run_1/util_map.png
The bar under the picture is 20 µm long. 11 x 11 tiles, from dark purple (low) to yellow (high), 0 to 100% covered.
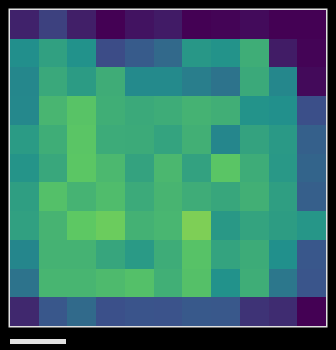
run_1/clock_nets.png
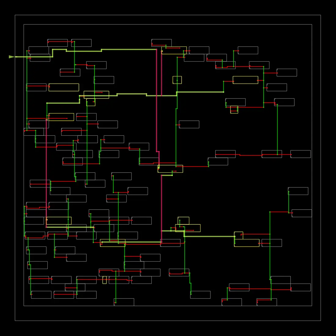
run_1/ff_map.png
The bar under the picture is 20 µm long. Other sequential cells in the stronger grey, the rest of the logic in the fainter grey.
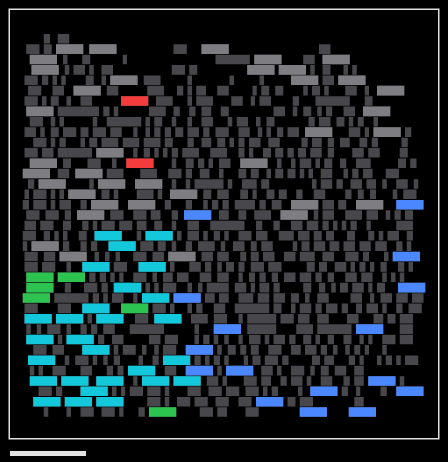
**src/rtl/pam4_frame_gen.sv**
```systemverilog
// pam4_frame_gen: N_CH-lane PAM4 frame source (comma header, per-lane PRBS payload, optional gap).
// Outputs registered from next-state with no bubble; no backpressure, send_stop aborts on the next edge.
module pam4_frame_gen #(
   parameter int N_CH        = 3,
   parameter int SYM_BITS    = 2,
   parameter int POLY_LENGTH = 9,
   parameter int POLY_TAP    = 5,
   parameter int INV_PATTERN = 1,
   parameter int HEAD_LENGTH = 10,
   parameter int GAP_LENGTH  = 4,
   parameter int LEN_W       = 16
) (
   input  logic                     clk,
   input  logic                     rst,
   input  logic                     send_enable,
   input  logic                     send_stop,
   input  logic [LEN_W-1:0]         payload_len,
   output logic [N_CH*SYM_BITS-1:0] data_out,
   output logic                     valid,
   output logic                     sof,
   output logic                     sop,
   output logic                     eof,
   output logic                     busy,
   output logic [LEN_W-1:0]         frame_cnt
);

   localparam logic [1:0] ST_IDLE    = 2'd0;
   localparam logic [1:0] ST_HEAD    = 2'd1;
   localparam logic [1:0] ST_PAYLOAD = 2'd2;
   localparam logic [1:0] ST_GAP     = 2'd3;

   localparam logic             INV       = (INV_PATTERN != 0);
   localparam logic [LEN_W-1:0] HEAD_LAST = LEN_W'(HEAD_LENGTH - 1);
   localparam logic [LEN_W-1:0] GAP_LAST  = (GAP_LENGTH > 0) ? LEN_W'(GAP_LENGTH - 1) : '0;

   typedef logic [POLY_LENGTH:1]                lfsr_t;
   typedef logic [N_CH-1:0][POLY_LENGTH:1]      lfsr_bank_t;

   if (N_CH >= (2 ** POLY_LENGTH) - 1) begin : g_bad_nch
      $error("pam4_frame_gen: N_CH must be less than 2**POLY_LENGTH-1");
   end
   if (HEAD_LENGTH < 2) begin : g_bad_head
      $error("pam4_frame_gen: HEAD_LENGTH must be at least 2");
   end
   if (POLY_TAP < 1 || POLY_TAP >= POLY_LENGTH) begin : g_bad_tap
      $error("pam4_frame_gen: POLY_TAP must lie in 1..POLY_LENGTH-1");
   end

   function automatic lfsr_bank_t seed_bank();
      lfsr_bank_t b;
      for (int c = 0; c < N_CH; c++) begin
         b[c] = {POLY_LENGTH{1'b1}} ^ lfsr_t'(c);
      end
      return b;
   endfunction

   localparam lfsr_bank_t SEEDS = seed_bank();

   function automatic lfsr_t lfsr_adv(input lfsr_t s);
      lfsr_t t;
      t = s;
      for (int b = 0; b < SYM_BITS; b++) begin
         t = {t[POLY_LENGTH-1:1], t[POLY_LENGTH] ^ t[POLY_TAP]};
      end
      return t;
   endfunction

   // First bit generated in a cycle lands in the symbol MSB.
   function automatic logic [SYM_BITS-1:0] lfsr_sym(input lfsr_t s);
      lfsr_t                t;
      logic                 n;
      logic [SYM_BITS-1:0]  y;
      t = s;
      y = '0;
      for (int b = SYM_BITS - 1; b >= 0; b--) begin
         n    = t[POLY_LENGTH] ^ t[POLY_TAP];
         y[b] = n ^ INV;
         t    = {t[POLY_LENGTH-1:1], n};
      end
      return y;
   endfunction

   logic [1:0]              state_q, state_n;
   logic [LEN_W-1:0]        cnt_q, cnt_n;
   logic [LEN_W-1:0]        len_q, len_n;
   logic [LEN_W-1:0]        fcnt_n;
   lfsr_bank_t              lfsr_q, lfsr_n, lfsr_step;
   logic [N_CH*SYM_BITS-1:0] prbs_sym, data_n;
   logic [SYM_BITS-1:0]     hdr_sym;
   logic                    start, finish, reload;

   always_comb begin
      lfsr_step = lfsr_q;
      prbs_sym  = '0;
      for (int c = 0; c < N_CH; c++) begin
         lfsr_step[c]                      = lfsr_adv(lfsr_q[c]);
         prbs_sym[c*SYM_BITS +: SYM_BITS]  = lfsr_sym(lfsr_q[c]);
      end
   end

   always_comb begin
      state_n = state_q;
      cnt_n   = cnt_q;
      len_n   = len_q;
      fcnt_n  = frame_cnt;
      start   = 1'b0;
      finish  = 1'b0;
      if (send_stop) begin
         state_n = ST_IDLE;
         cnt_n   = '0;
      end else begin
         case (state_q)
            ST_IDLE: start = send_enable;
            ST_HEAD: begin
               if (cnt_q == HEAD_LAST) begin
                  state_n = ST_PAYLOAD;
                  cnt_n   = '0;
               end else begin
                  cnt_n = cnt_q + LEN_W'(1);
               end
            end
            ST_PAYLOAD: begin
               // Continuous mode parks the index at 1 so sop never re-fires on wrap.
               if (len_q == '0) begin
                  cnt_n = LEN_W'(1);
               end else if (cnt_q == len_q - LEN_W'(1)) begin
                  fcnt_n = frame_cnt + LEN_W'(1);
                  if (GAP_LENGTH > 0) begin
                     state_n = ST_GAP;
                     cnt_n   = '0;
                  end else begin
                     finish = 1'b1;
                  end
               end else begin
                  cnt_n = cnt_q + LEN_W'(1);
               end
            end
            ST_GAP: begin
               if (cnt_q == GAP_LAST) begin
                  finish = 1'b1;
               end else begin
                  cnt_n = cnt_q + LEN_W'(1);
               end
            end
            default: state_n = ST_IDLE;
         endcase
      end

      reload = start || (finish && send_enable);
      if (reload) begin
         state_n = ST_HEAD;
         cnt_n   = '0;
         len_n   = payload_len;
      end else if (finish) begin
         state_n = ST_IDLE;
         cnt_n   = '0;
      end
   end

   always_comb begin
      lfsr_n  = lfsr_q;
      data_n  = '0;
      hdr_sym = {SYM_BITS{cnt_n[1]}};
      if (reload) begin
         lfsr_n = SEEDS;
      end else if (state_n == ST_PAYLOAD) begin
         lfsr_n = lfsr_step;
         data_n = prbs_sym;
      end
      if (state_n == ST_HEAD) begin
         data_n = {N_CH{hdr_sym}};
      end
   end

   always_ff @(posedge clk) begin
      if (rst) begin
         state_q   <= ST_IDLE;
         cnt_q     <= '0;
         len_q     <= '0;
         lfsr_q    <= SEEDS;
         data_out  <= '0;
         valid     <= 1'b0;
         sof       <= 1'b0;
         sop       <= 1'b0;
         eof       <= 1'b0;
         busy      <= 1'b0;
         frame_cnt <= '0;
      end else begin
         state_q   <= state_n;
         cnt_q     <= cnt_n;
         len_q     <= len_n;
         lfsr_q    <= lfsr_n;
         data_out  <= data_n;
         valid     <= (state_n == ST_HEAD) || (state_n == ST_PAYLOAD);
         sof       <= (state_n == ST_HEAD) && (cnt_n == '0);
         sop       <= (state_n == ST_PAYLOAD) && (cnt_n == '0);
         eof       <= (state_n == ST_PAYLOAD) && (len_n != '0) && (cnt_n == len_n - LEN_W'(1));
         busy      <= (state_n != ST_IDLE);
         frame_cnt <= fcnt_n;
      end
   end

endmodule

```
**config.mk**
```make
export PLATFORM = sky130hd
export DESIGN_NAME = pam4_frame_gen
export DESIGN_NICKNAME = d
export VERILOG_FILES = /design/src/rtl/pam4_frame_gen.sv
export SDC_FILE = /design/constraint.sdc
export NUM_CORES = 1
export LEC_CHECK = 0
export ABC_CLOCK_PERIOD_IN_PS = 9500
export CAP_MARGIN = 20
export CELL_PAD_IN_SITES_DETAIL_PLACEMENT = 1
export CELL_PAD_IN_SITES_GLOBAL_PLACEMENT = 1
export CORE_MARGIN = 3
export CORE_UTILIZATION = 47
export CTS_CLUSTER_DIAMETER = 100
export DETAILED_ROUTE_END_ITERATION = 12
export PLACE_DENSITY = 0.95
export SYNTH_ARGS = -nofsm -noshare
export SYNTH_HDL_FRONTEND = slang
export SYNTH_SLANG_ARGS = --single-unit
export TNS_END_PERCENT = 5
```
**constraint.sdc**
```tcl
create_clock -name clk -period 9.5 [get_ports clk]
set_input_delay 1.9 -clock clk [delete_from_list [all_inputs] [get_ports clk]]
set_output_delay 1.9 -clock clk [all_outputs]
set_load 0.05 [all_outputs]
```
==> results.txt, run 1 <==
TritonCTS clock tree: built
Synth Instances: 666
Total I/O pin count: 47
Nets: 723
Clock power share: 0.412
Setup crit end kind: register
Row Count: 38
Synth logic family: simple AND/OR/NAND/NOR gates
Clk root buf: clkbuf_16
Yosys Chip Area: 5310 µm²
Adders+Majority by Area: 0.0330
Path depth of the worst reg2reg path: 18
Power per cell area: 148 nW/µm²
Fp_density: 0.485
Number of clock buffers in the layout: 10
# setup viols final: 0
Xor/xnor share: 0.129
Period Utilization, post-route: 0.618
Max_slew headroom: 0.483
Reg2Reg Setup Slack: 4.51 ns
CP startpoint kind: input port
Synth Seq Share: 0.332
Gate Area: 3350 µm²
Synthesized area: 5310 µm²
Pin count of the biggest net entering global routing: 55
MUX area fraction: 0.0589
CP endpoint: eof
Final Hold Slack: 0.475 ns
Number of flops mapped to enable cells by yosys: 0
Total power: 906 µW
Share of cells above drive strength 1: 0.0576
Largest register FFs: 27
First-pass GRT wire length: 27.3 mm
Number of global-route vias before repair: 5398
Vias: 5015
CTS buffer count: 9
Buffers added on ports: 46
Most numerous logic cells after layout: 90 x nand2_1, 88 x dfxtp_1, 74 x nor2_1
Cell class ranked first by area: logic gates
Outcome: complete, no violations
Met2 wire length: 8.22 mm
Largest Pwr Group: registers
1st-pass router iterations: 5
Final Max Slew Viols: 0
Slowest stage delay, CP: 0.49 ns
Flop share of the area: 0.287
Clock Path Buffers: 2
Dpl cell area: 5830 µm²
Post-place setup slack: 3.29 ns
Tightest Pin Transition: 0.768 ns
Met1 Use GR: 0.300
Dpl cells: 818
Notes on util_map.png above:
mean over tiles	47%
nearly empty tiles	5.8%
emptiest ninth of the die	top right
tiles over 75% full	1.7%
fullest tile	80%

Notes on clock_nets.png above:
Clock Skews: 0.0116 ns
CTS sink count: 88
worst skew pair latency: 0.36 ns
Flop Count: 88
P_clk: 373 µW

Notes on ff_map.png above:
colour	name in the netlist	sequential cells
blue	len_q	16
red	state_q	2
cyan	lfsr_q	27
green	data_out	6
not coloured	37

run_1/route_heat.png
22 x 22 tiles, from dark purple (low) to yellow (high), scaled to the fullest tile. Values are wire area over tile area, all layers added.
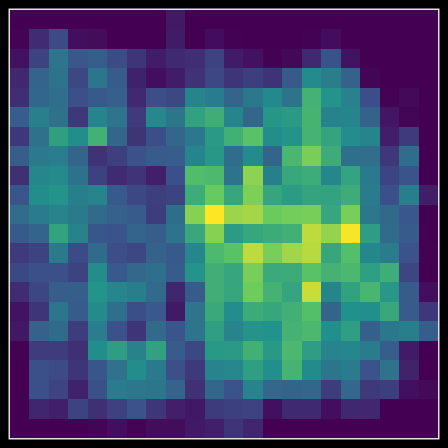

--- run 2 (diff from run 1) ---
--- a/config.mk
+++ b/config.mk
@@ -5,15 +5,15 @@
 export SDC_FILE = /design/constraint.sdc
 export NUM_CORES = 1
 export LEC_CHECK = 0
-export ABC_CLOCK_PERIOD_IN_PS = 9500
+export ABC_CLOCK_PERIOD_IN_PS = 5200
 export CAP_MARGIN = 20
 export CELL_PAD_IN_SITES_DETAIL_PLACEMENT = 1
 export CELL_PAD_IN_SITES_GLOBAL_PLACEMENT = 1
 export CORE_MARGIN = 3
-export CORE_UTILIZATION = 47
+export CORE_UTILIZATION = 39
 export CTS_CLUSTER_DIAMETER = 100
 export DETAILED_ROUTE_END_ITERATION = 12
-export PLACE_DENSITY = 0.95
+export PLACE_DENSITY = 0.88
 export SYNTH_ARGS = -nofsm -noshare
 export SYNTH_HDL_FRONTEND = slang
 export SYNTH_SLANG_ARGS = --single-unit
==> constraint.sdc (replaced) <==
create_clock -name clk -period 5.2 [get_ports clk]
set_input_delay 1.04 -clock clk [delete_from_list [all_inputs] [get_ports clk]]
set_output_delay 1.04 -clock clk [all_outputs]
set_load 0.05 [all_outputs]
run_2/route_heat.png
25 x 25 tiles, from dark purple (low) to yellow (high), scaled to the fullest tile. Values are wire area over tile area, all layers added.
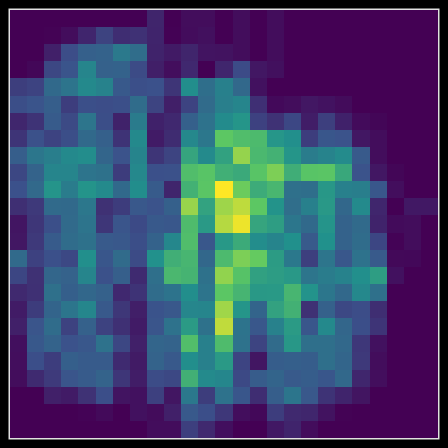
fullest tile	0.75
emptiest ninth of the die	top right
densest ninth of the die	middle
mean over tiles	0.18
nearly empty tiles	24%

run_2/layers.png
Only two layers are drawn.
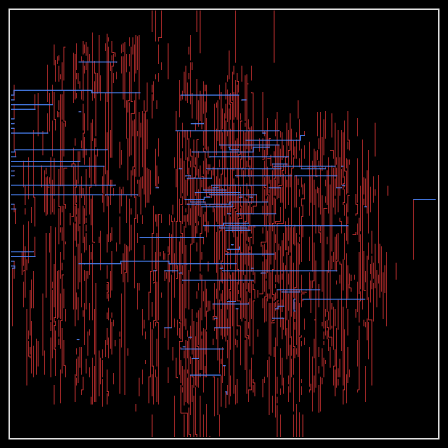
colour	layer	wire length
blue	M3	879 µm
red	M2	8610 µm

run_2/util_map.png
The bar under the picture is 20 µm long. 12 x 12 tiles, from dark purple (low) to yellow (high), 0 to 100% covered.
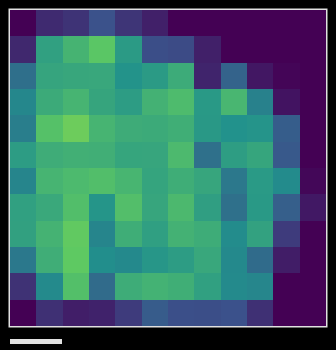
fp_density: 0.409
Core Region: 13000 µm²
Finished Core Util: 0.477

==> run 2 against run 1 <==
Effect of this change:
- wire length grew 1.7%
- critical path depth shrank 1
- register-to-register slack lost 3.7 ns
- cell area grew 1.0%
- total power grew 82%
- global-route usage shrank 3.2 points
- sequential share of layout area shrank 0.30 points
- critical path type unchanged
- largest cell class unchanged
- largest power group unchanged
==> results.txt, run 2 <==
DR DRC count: 0
Nets: 726
Setup crit end kind: register
Period Utilization, post-route: 0.865
Number of flops mapped to enable cells by yosys: 0
# setup viols final: 0
Dpl cells: 853
Pin count of the biggest net entering global routing: 55
Largest register FFs: 27
Yosys Chip Area: 5310 µm²
Critical-path maximum fanout: 5
Met1 Use GR: 0.277
Dpl cell area: 5890 µm²
Total I/O pin count: 47
Post-place setup slack: 0.396 ns
Synth Instances: 666
Initial drt markers: 263
Flop Count: 88
Final Hold Slack: 0.476 ns
Clock Skews: 0.00971 ns
Adders+Majority by Area: 0.0330
Hold path start: lfsr_q[15]
FF-to-FF Start: cnt_q[0]
Top Usage Layer GRT: met2
Synthesized area: 5310 µm²
First-pass GRT wire length: 27.7 mm
Synth Seq Share: 0.332
Met2 wire length: 8.61 mm
Hold depth: 2
Cell class ranked first by area: logic gates
Max_slew headroom: 0.532
Row Count: 41
Total power: 1.65 mW
Post-route ant nets: 0
Logic pwr share: 0.166
Crit path time final: 4.50 ns
Clk root buf: clkbuf_16
CP startpoint kind: input port
Outcome: complete, no violations
Largest Pwr Group: registers
Critical path arrival: 4.77 ns
WL met1: 6.80 mm
CP endpoint: eof
Tightest Pin Transition: 0.701 ns
Max-cap violations: 0
Buffers added on ports: 46
MUX area fraction: 0.0589
Share of cells above drive strength 1: 0.0618
1st-pass router iterations: 4
Reg2Reg Setup Slack: 0.79 ns
Xor/xnor share: 0.129
Final Max Slew Viols: 0
Compound Share, Synth: 0.121
Number of clock buffers in the layout: 10
Worst skew pair latency: 0.35 ns
Comb gates: 526
Most numerous logic cells after layout: 90 x nand2_1, 88 x dfxtp_1, 74 x nor2_1
P_clk: 677 µW
Number of global-route vias before repair: 5313
Synth logic family: simple AND/OR/NAND/NOR gates
Power per cell area: 266 nW/µm²
Setup ws final: 0.702 ns
Critical path depth: 17
Non-clock buffering overhead: 0.0832
Gate Area: 3350 µm²
CTS sink count: 88
Path depth of the worst reg2reg path: 17
Flop share of the area: 0.284
Worst vdd ir: 201 µV
Vias: 4983
TritonCTS clock tree: built
Slowest stage delay, CP: 0.50 ns
CTS resizes: 0
Dominant Register Cell: dfxtp_1
Clock Path Buffers: 2
Clock power share: 0.410
CTS buffer count: 9
--- run 3 (diff from run 2) ---
==> constraint.sdc (replaced) <==
create_clock -name clk -period 5.2 [get_ports clk]
set_input_delay 1.04 -clock clk [delete_from_list [all_inputs] [get_ports clk]]
set_output_delay 1.04 -clock clk [all_outputs]
set_load 0.01 [all_outputs]
run_3/ff_map.png
The bar under the picture is 20 µm long. Other sequential cells in the stronger grey, the rest of the logic in the fainter grey.
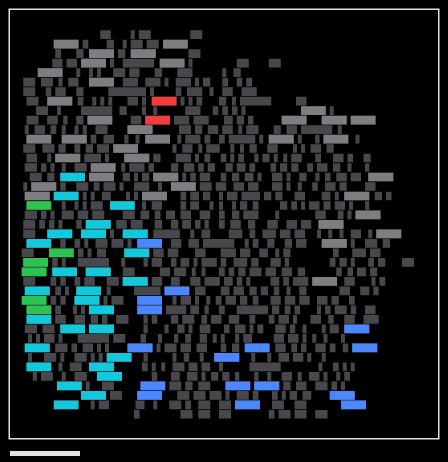
colour	name in the netlist	sequential cells
green	data_out	6
red	state_q	2
cyan	lfsr_q	27
blue	len_q	16
not coloured	37

run_3/clock_nets.png
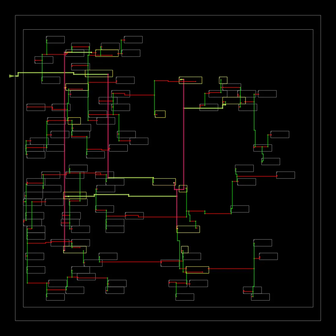
CTS buffer count: 9
Clock Skews: 0.00971 ns
number of clock buffers in the layout: 10
worst skew pair latency: 0.35 ns
P_clk: 677 µW

==> run 3 against run 2 <==
Effect of this change:
- total power decreased by 0.24%
- sequential share of layout area unchanged
- clock skew unchanged
- wire length unchanged
- critical path type unchanged
- register-to-register slack hardly changed
==> results.txt, run 3 <==
Number of flops mapped to enable cells by yosys: 0
Met2 wire length: 8.61 mm
1st-pass router iterations: 4
Setup ws final: 0.702 ns
Worst vdd ir: 201 µV
Met1 Use GR: 0.277
Setup crit end kind: register
Critical path depth: 17
CTS sink count: 88
Buffers added on ports: 46
CP endpoint: eof
Power per cell area: 266 nW/µm²
Top Usage Layer GRT: met2
Dominant Register Cell: dfxtp_1
Post-route ant nets: 0
Synth async-reset ratio: 0
Flop Count: 88
Non-clock buffering overhead: 0.0832
Max-cap violations: 0
TritonCTS clock tree: built
Xor/xnor share: 0.129
Flop share of the area: 0.284
Slowest stage delay, CP: 0.50 ns
Vias: 4983
Clock Path Buffers: 2
Clk root buf: clkbuf_16
Comb gates: 526
Hold path start: lfsr_q[15]
CP startpoint kind: input port
Dpl cell area: 5890 µm²
MUX area fraction: 0.0589
Share of cells above drive strength 1: 0.0618
Crit path time final: 4.50 ns
Path depth of the worst reg2reg path: 17
Largest register FFs: 27
Logic pwr share: 0.164
Dpl cells: 853
Gate Area: 3350 µm²
Fp_density: 0.409
GRT overflow: 0
Post-DR vias/cell: 5.74
Met3 wire length: 879 µm
Critical path arrival: 4.77 ns
Post-place setup slack: 0.396 ns
Total power: 1.65 mW
Basic Gates by Area: 0.288
Row Count: 41
Number of global-route vias before repair: 5313
Area leader, netlist: dfxtp_1
Chip Width: 123 µm
DR DRC count: 0
Crit path required time: 5.47 ns
Yosys Chip Area: 5310 µm²
Adders+Majority by Area: 0.0330
Critical path's top delay family: simple AND/OR/NAND/NOR gates
# setup viols final: 0
Synth Seq Share: 0.332
Outcome: complete, no violations
Hold WC Path Type: register to register
Synth logic family: simple AND/OR/NAND/NOR gates
Initial drt markers: 263
WL met1: 6.80 mm
Max_slew headroom: 0.532
Biggest register: lfsr_q
Final Max Slew Viols: 0
Most numerous logic cells after layout: 90 x nand2_1, 88 x dfxtp_1, 74 x nor2_1
CTS resizes: 0
Sw Share: 0.284
FF-to-FF Start: cnt_q[0]
Total I/O pin count: 47
Core Region: 13000 µm²
Synthesized area: 5310 µm²
Clock power share: 0.411
Hold depth: 2
Mapped Nets: 700
Compound Share, Synth: 0.121
Reg2Reg Setup Slack: 0.79 ns
Synth Instances: 666
Largest Pwr Group: registers
Finished Core Util: 0.477
Drt total wl: 16.9 mm
Period Utilization, post-route: 0.865
Critical-path maximum fanout: 5
First-pass GRT wire length: 27.7 mm
Cell class ranked first by area: logic gates
Non-CTS inverters: 13
Nets: 726
Tightest Pin Transition: 0.701 ns
Final Hold Slack: 0.476 ns
Pin count of the biggest net entering global routing: 55
run_3/route_heat.png
25 x 25 tiles, from dark purple (low) to yellow (high), scaled to the fullest tile. Values are wire area over tile area, all layers added.
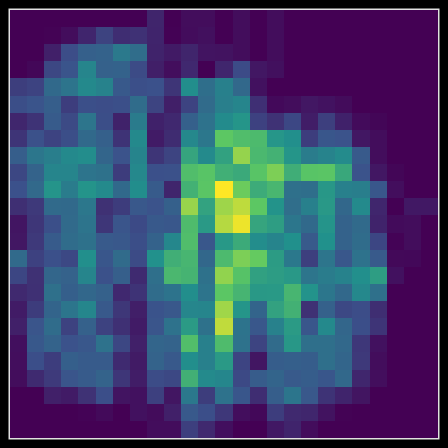
nearly empty tiles	24%
emptiest ninth of the die	top right
fullest tile	0.75
mean over tiles	0.18
tiles over half the peak	13%

Power figures rest on the tool's default switching activity, not on a simulated workload.
